--- src/rtl/fft_peak_tracker.sv ---
// fft_peak_tracker: per-frame top-N peak tracker with in-window energy and loudness flag.
// Results are registered at frame end and held on a ready/valid output.
module fft_peak_tracker #(
    parameter int NSamples    = 1024,
    parameter int W           = 33,
    parameter int NPeaks      = 3,
    parameter int BitReversed = 1,
    parameter int NBits       = $clog2(NSamples),
    parameter int EW          = W + NBits
) (
    input  logic                          clk,
    input  logic                          reset,
    input  logic [W-1:0]                  mag,
    input  logic                          mag_valid,
    input  logic [NBits-1:0]              k_lo,
    input  logic [NBits-1:0]              k_hi,
    input  logic [EW-1:0]                 loud_thresh,
    output logic [NPeaks*W-1:0]           peak,
    output logic [NPeaks*NBits-1:0]       peak_k,
    output logic [$clog2(NPeaks+1)-1:0]   peak_count,
    output logic [EW-1:0]                 energy,
    output logic                          loud,
    output logic                          out_valid,
    input  logic                          out_ready,
    output logic                          overrun
);
    localparam int CW = $clog2(NPeaks+1);
    logic [NBits-1:0] i, k, kr, k_lo_r, k_hi_r, lo, hi, pk;
    logic [NPeaks-1:0][W-1:0] sm, nm;
    logic [NPeaks-1:0][NBits-1:0] sk, nk;
    logic [W-1:0] pm;
    logic [EW-1:0] e, ne;
    logic [CW-1:0] cnt;
    logic q, last, g, pg;

    // The window for sample 0 comes straight from the ports, since it is captured on that same edge.
    always_comb begin
        for (int b = 0; b < NBits; b++) kr[b] = i[NBits-1-b];
        k = (BitReversed != 0) ? kr : i;
        lo = (i == '0) ? k_lo : k_lo_r;
        hi = (i == '0) ? k_hi : k_hi_r;
        q = mag_valid && k >= lo && k <= hi;
        ne = e + (q ? EW'(mag) : '0);
        last = mag_valid && i == NBits'(NSamples - 1);
        pg = 1'b0;
        pm = mag;
        pk = k;
        g = 1'b0;
        cnt = '0;
        for (int j = 0; j < NPeaks; j++) begin
            g = q && mag > sm[j];
            nm[j] = !g ? sm[j] : pg ? pm : mag;
            nk[j] = !g ? sk[j] : pg ? pk : k;
            pg = g;
            pm = sm[j];
            pk = sk[j];
            cnt = cnt + CW'(nm[j] != '0);
        end
    end

    always_ff @(posedge clk) begin
        if (reset) begin
            i <= '0;
            k_lo_r <= '0;
            k_hi_r <= '0;
            sm <= '0;
            sk <= '0;
            e <= '0;
            peak <= '0;
            peak_k <= '0;
            peak_count <= '0;
            energy <= '0;
            loud <= 1'b0;
            out_valid <= 1'b0;
            overrun <= 1'b0;
        end else begin
            overrun <= last && out_valid && !out_ready;
            if (mag_valid) begin
                i <= i + 1'b1;
                if (i == '0) begin
                    k_lo_r <= k_lo;
                    k_hi_r <= k_hi;
                end
                sm <= last ? '0 : nm;
                sk <= last ? '0 : nk;
                e <= last ? '0 : ne;
            end
            if (last) begin
                peak <= nm;
                peak_k <= nk;
                peak_count <= cnt;
                energy <= ne;
                loud <= ne >= loud_thresh;
                out_valid <= 1'b1;
            end else if (out_ready) begin
                out_valid <= 1'b0;
            end
        end
    end
endmodule

--- config.mk ---
export PLATFORM = sky130hd
export DESIGN_NAME = fft_peak_tracker
export DESIGN_NICKNAME = d
export VERILOG_FILES = /design/src/rtl/fft_peak_tracker.sv
export SDC_FILE = /design/constraint.sdc
export NUM_CORES = 1
export LEC_CHECK = 0
export ABC_CLOCK_PERIOD_IN_PS = 8500
export CAP_MARGIN = 0
export CORE_MARGIN = 2
export CORE_UTILIZATION = 55
export DETAILED_ROUTE_END_ITERATION = 8
export GPL_ROUTABILITY_DRIVEN = 1
export GPL_TIMING_DRIVEN = 0
export PLACE_DENSITY = 0.79
export SYNTH_ARGS = -nofsm -noshare
export SYNTH_HDL_FRONTEND = slang
export SYNTH_SLANG_ARGS = --single-unit
--- constraint.sdc ---
create_clock -name clk -period 8.5 [get_ports clk]
set_input_delay 1.275 -clock clk [delete_from_list [all_inputs] [get_ports clk]]
set_output_delay 1.275 -clock clk [all_outputs]
set_load 0.01 [all_outputs]
Fig. 1: routed metal, one colour a layer
Bar = 50 µm.
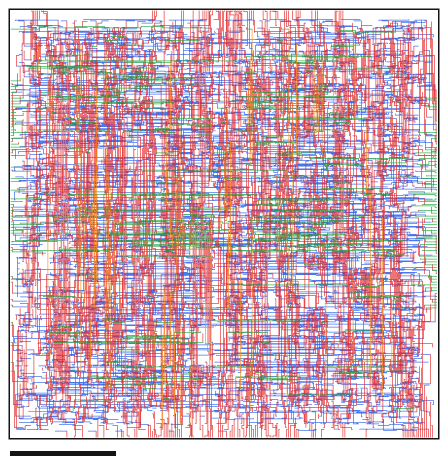
colour	layer	wire length
red	met2	36.0 mm
orange	met4	4950 µm
blue	met1	32.1 mm
green	met3	6820 µm
GR Util All Layers: 0.381
number of vias in the routed layout: 21600
Total Wirelength: 79.9 mm
wire length per cell after detailed routing: 22.5 µm

==> impl_metrics.tcl <==
# metrics dict for downstream scripts
set metrics [dict create \
    preCtsSetupSlack_ns -1.49 \
    maximum_number_of_pins_on_one_net_before_global_route_repair 14 \
    clock_group_share_of_total_power 0.447 \
    comb-power_mw 0.571 \
    clockRootBuffer "clkbuf_16" \
    synth.top_cell.area_share 0.350 \
    buffer_ports.inserted 275 \
    hold-path-cell-count 2 \
    postSynthRegisterBits 379 \
    whs_endpoint "peak[80]$_SDFFE_PP0P_" \
    dr.pass1.iters 8 \
    max_clock_freq_mhz 124 \
    detail_route.wirelength.met1_mm 32.1 \
    post_cts.repair.setup_buffers 2 \
    yosys.area_share.simple 0.196 \
    static-leakage-power_nw 10.2 \
    endpoint_kind "flip-flop" \
    htreeDepth 2 \
    lay_top_cells "dfxtp_1 (377), nor2_1 (367), clkdlybuf4s50_1 (275)" \
    tritoncts_num_sinks 379 \
    maxCapViolations 0 \
    timing.rr.end "loud$_SDFFE_PP0P_" \
    fp_nets 2965 \
    most_used_layer_global_route "met2" \
    synthTopLogicFamily "simple AND/OR/NAND/NOR gates" \
    place.gp.congestion 0.952 \
    dr_wl_met3_mm 6.82 \
    die_boundary_width_um 203 \
    nFillCells 3244 \
    worstMarginPinSlew_ns 1.17 \
    avgViaCountPerCell 6.09 \
    gr-usage-met1 0.484 \
    netSwitchingFraction 0.271 \
    mostFrequentLayoutCell "dfxtp_1" \
    route.detailed.drc 0 \
    report.final.hold_viol_count 0 \
    postcts_resize_cnt 15 \
    chip_area_um2 41000 \
    yosysChipArea_um2 21700 \
    synth_top_cell_by_area "dfxtp_1" \
    combinational_share_of_cell_area 0.479 \
    worst-path-max-fanout 10 \
    tritoncts "done" \
    cp.buffers_inverters 3 \
    arrival_ns 8.53 \
    tapcell.inserted 518 \
    synth.avg_cell_area_um2 8.13 \
    pg_seq_mw 1.82 \
    antenna_cells_inserted 1 \
    final.min_clock_period_ns 8.09 \
    synth-xor-area-share 0.0133 \
    final_area_um2 26700 \
    report.final.slew_viol_count 0 \
    critical_path.slowest_cell "fa_1" \
    netSwitchingPower_mw 1.17 \
    sequential_cell_area_um2 7590 \
    met2RoutedLength_mm 36.0 \
    drive_above_1_share 0.0648 \
    flip_flops_with_a_built_in_enable 0 \
    power_density_nw_per_um2 162 \
    yosys_cells 2666 \
    numCtsBuffers 43 \
    clock_area_frac 0.0544 \
    clk_latency_ns 0.59 \
    setup_total_negative_slack_ns 0 \
    wp_depth 36 \
    r2r_setup_slack_ns 0.41 \
    cpMostUsedCell "a21o_1" \
    signal_buffer_area_fraction 0.133 \
    yosys-top-cells-area "dfxtp_1 (35%), ha_1 (11%), nor2_1 (6.4%)" \
    final.setup_skew_ns 0.0166 \
    grtUsageMet3 0.0624 \
    worstSetupEndpoint "loud$_SDFFE_PP0P_" \
    worst_hold_path_type "reg -> reg" \
    criticalPathCategory "reg -> reg" \
    hold_ws_ns 0.451 \
    worstSetupStartpoint "i[4]$_SDFFE_PP0P_" \
    floorplan.die.height_um 203 \
    total_power_mw 4.32 \
    max_vdd_drop_uv 164 \
    outcome "finished clean" \
    register_ranked_first_by_flip_flop_count "peak" \
    synth.distinct_cells 77 \
    worstReg2RegStart "i[4]$_SDFFE_PP0P_" \
    final_cell_count_no_fill 3545 \
]
Fig. 2: cells coloured by class
Bar = 50 µm. Fill, decap, tap and diode cells in grey.
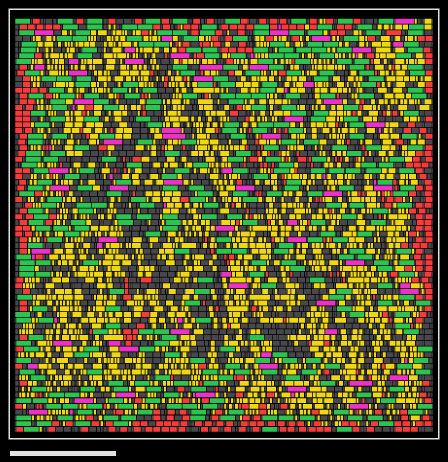
colour	class	cells
yellow	all other logic	2129
red	other buffers and delay cells	439
green	flip-flops	379
magenta	clock drivers and dummy loads	79
final core area utilization: 0.689
sequential cell area share: 0.284
total number of placement rows: 72
standard cell core area: 38700 µm²

synth_stat cells (4+ instances only):
master    instances
o32ai_1           5
o31ai_1           5
nor2b_1          44
dfxtp_1         379
xor2_1           15
or2_2             6
nand3_1          28
xnor2_1          18
o21a_1           14
a21oi_1         267
nand4_1          49
and3_1            9
ha_1            197
nor4_1           28
mux2i_1         116
nor2_1          367
buf_4             6
o21ai_1          42
a211oi_1         91
inv_1           172
buf_6            11
a21boi_0          6
or3_1            14
o21ai_0          53
a22oi_1          43
mux2_2           25
a21o_1           41
o21bai_1         10
nor3b_1           4
a31oi_1          17
a211o_1           4
and2_1           73
a211oi_2          4
nand2_1         249
buf_2            23
o211ai_1          7
mux2_1            6
nor3_1           18
clkbuf_1        110
buf_1             7
nand2b_1         23
Power figures rest on the tool's default switching activity, not on a simulated workload.
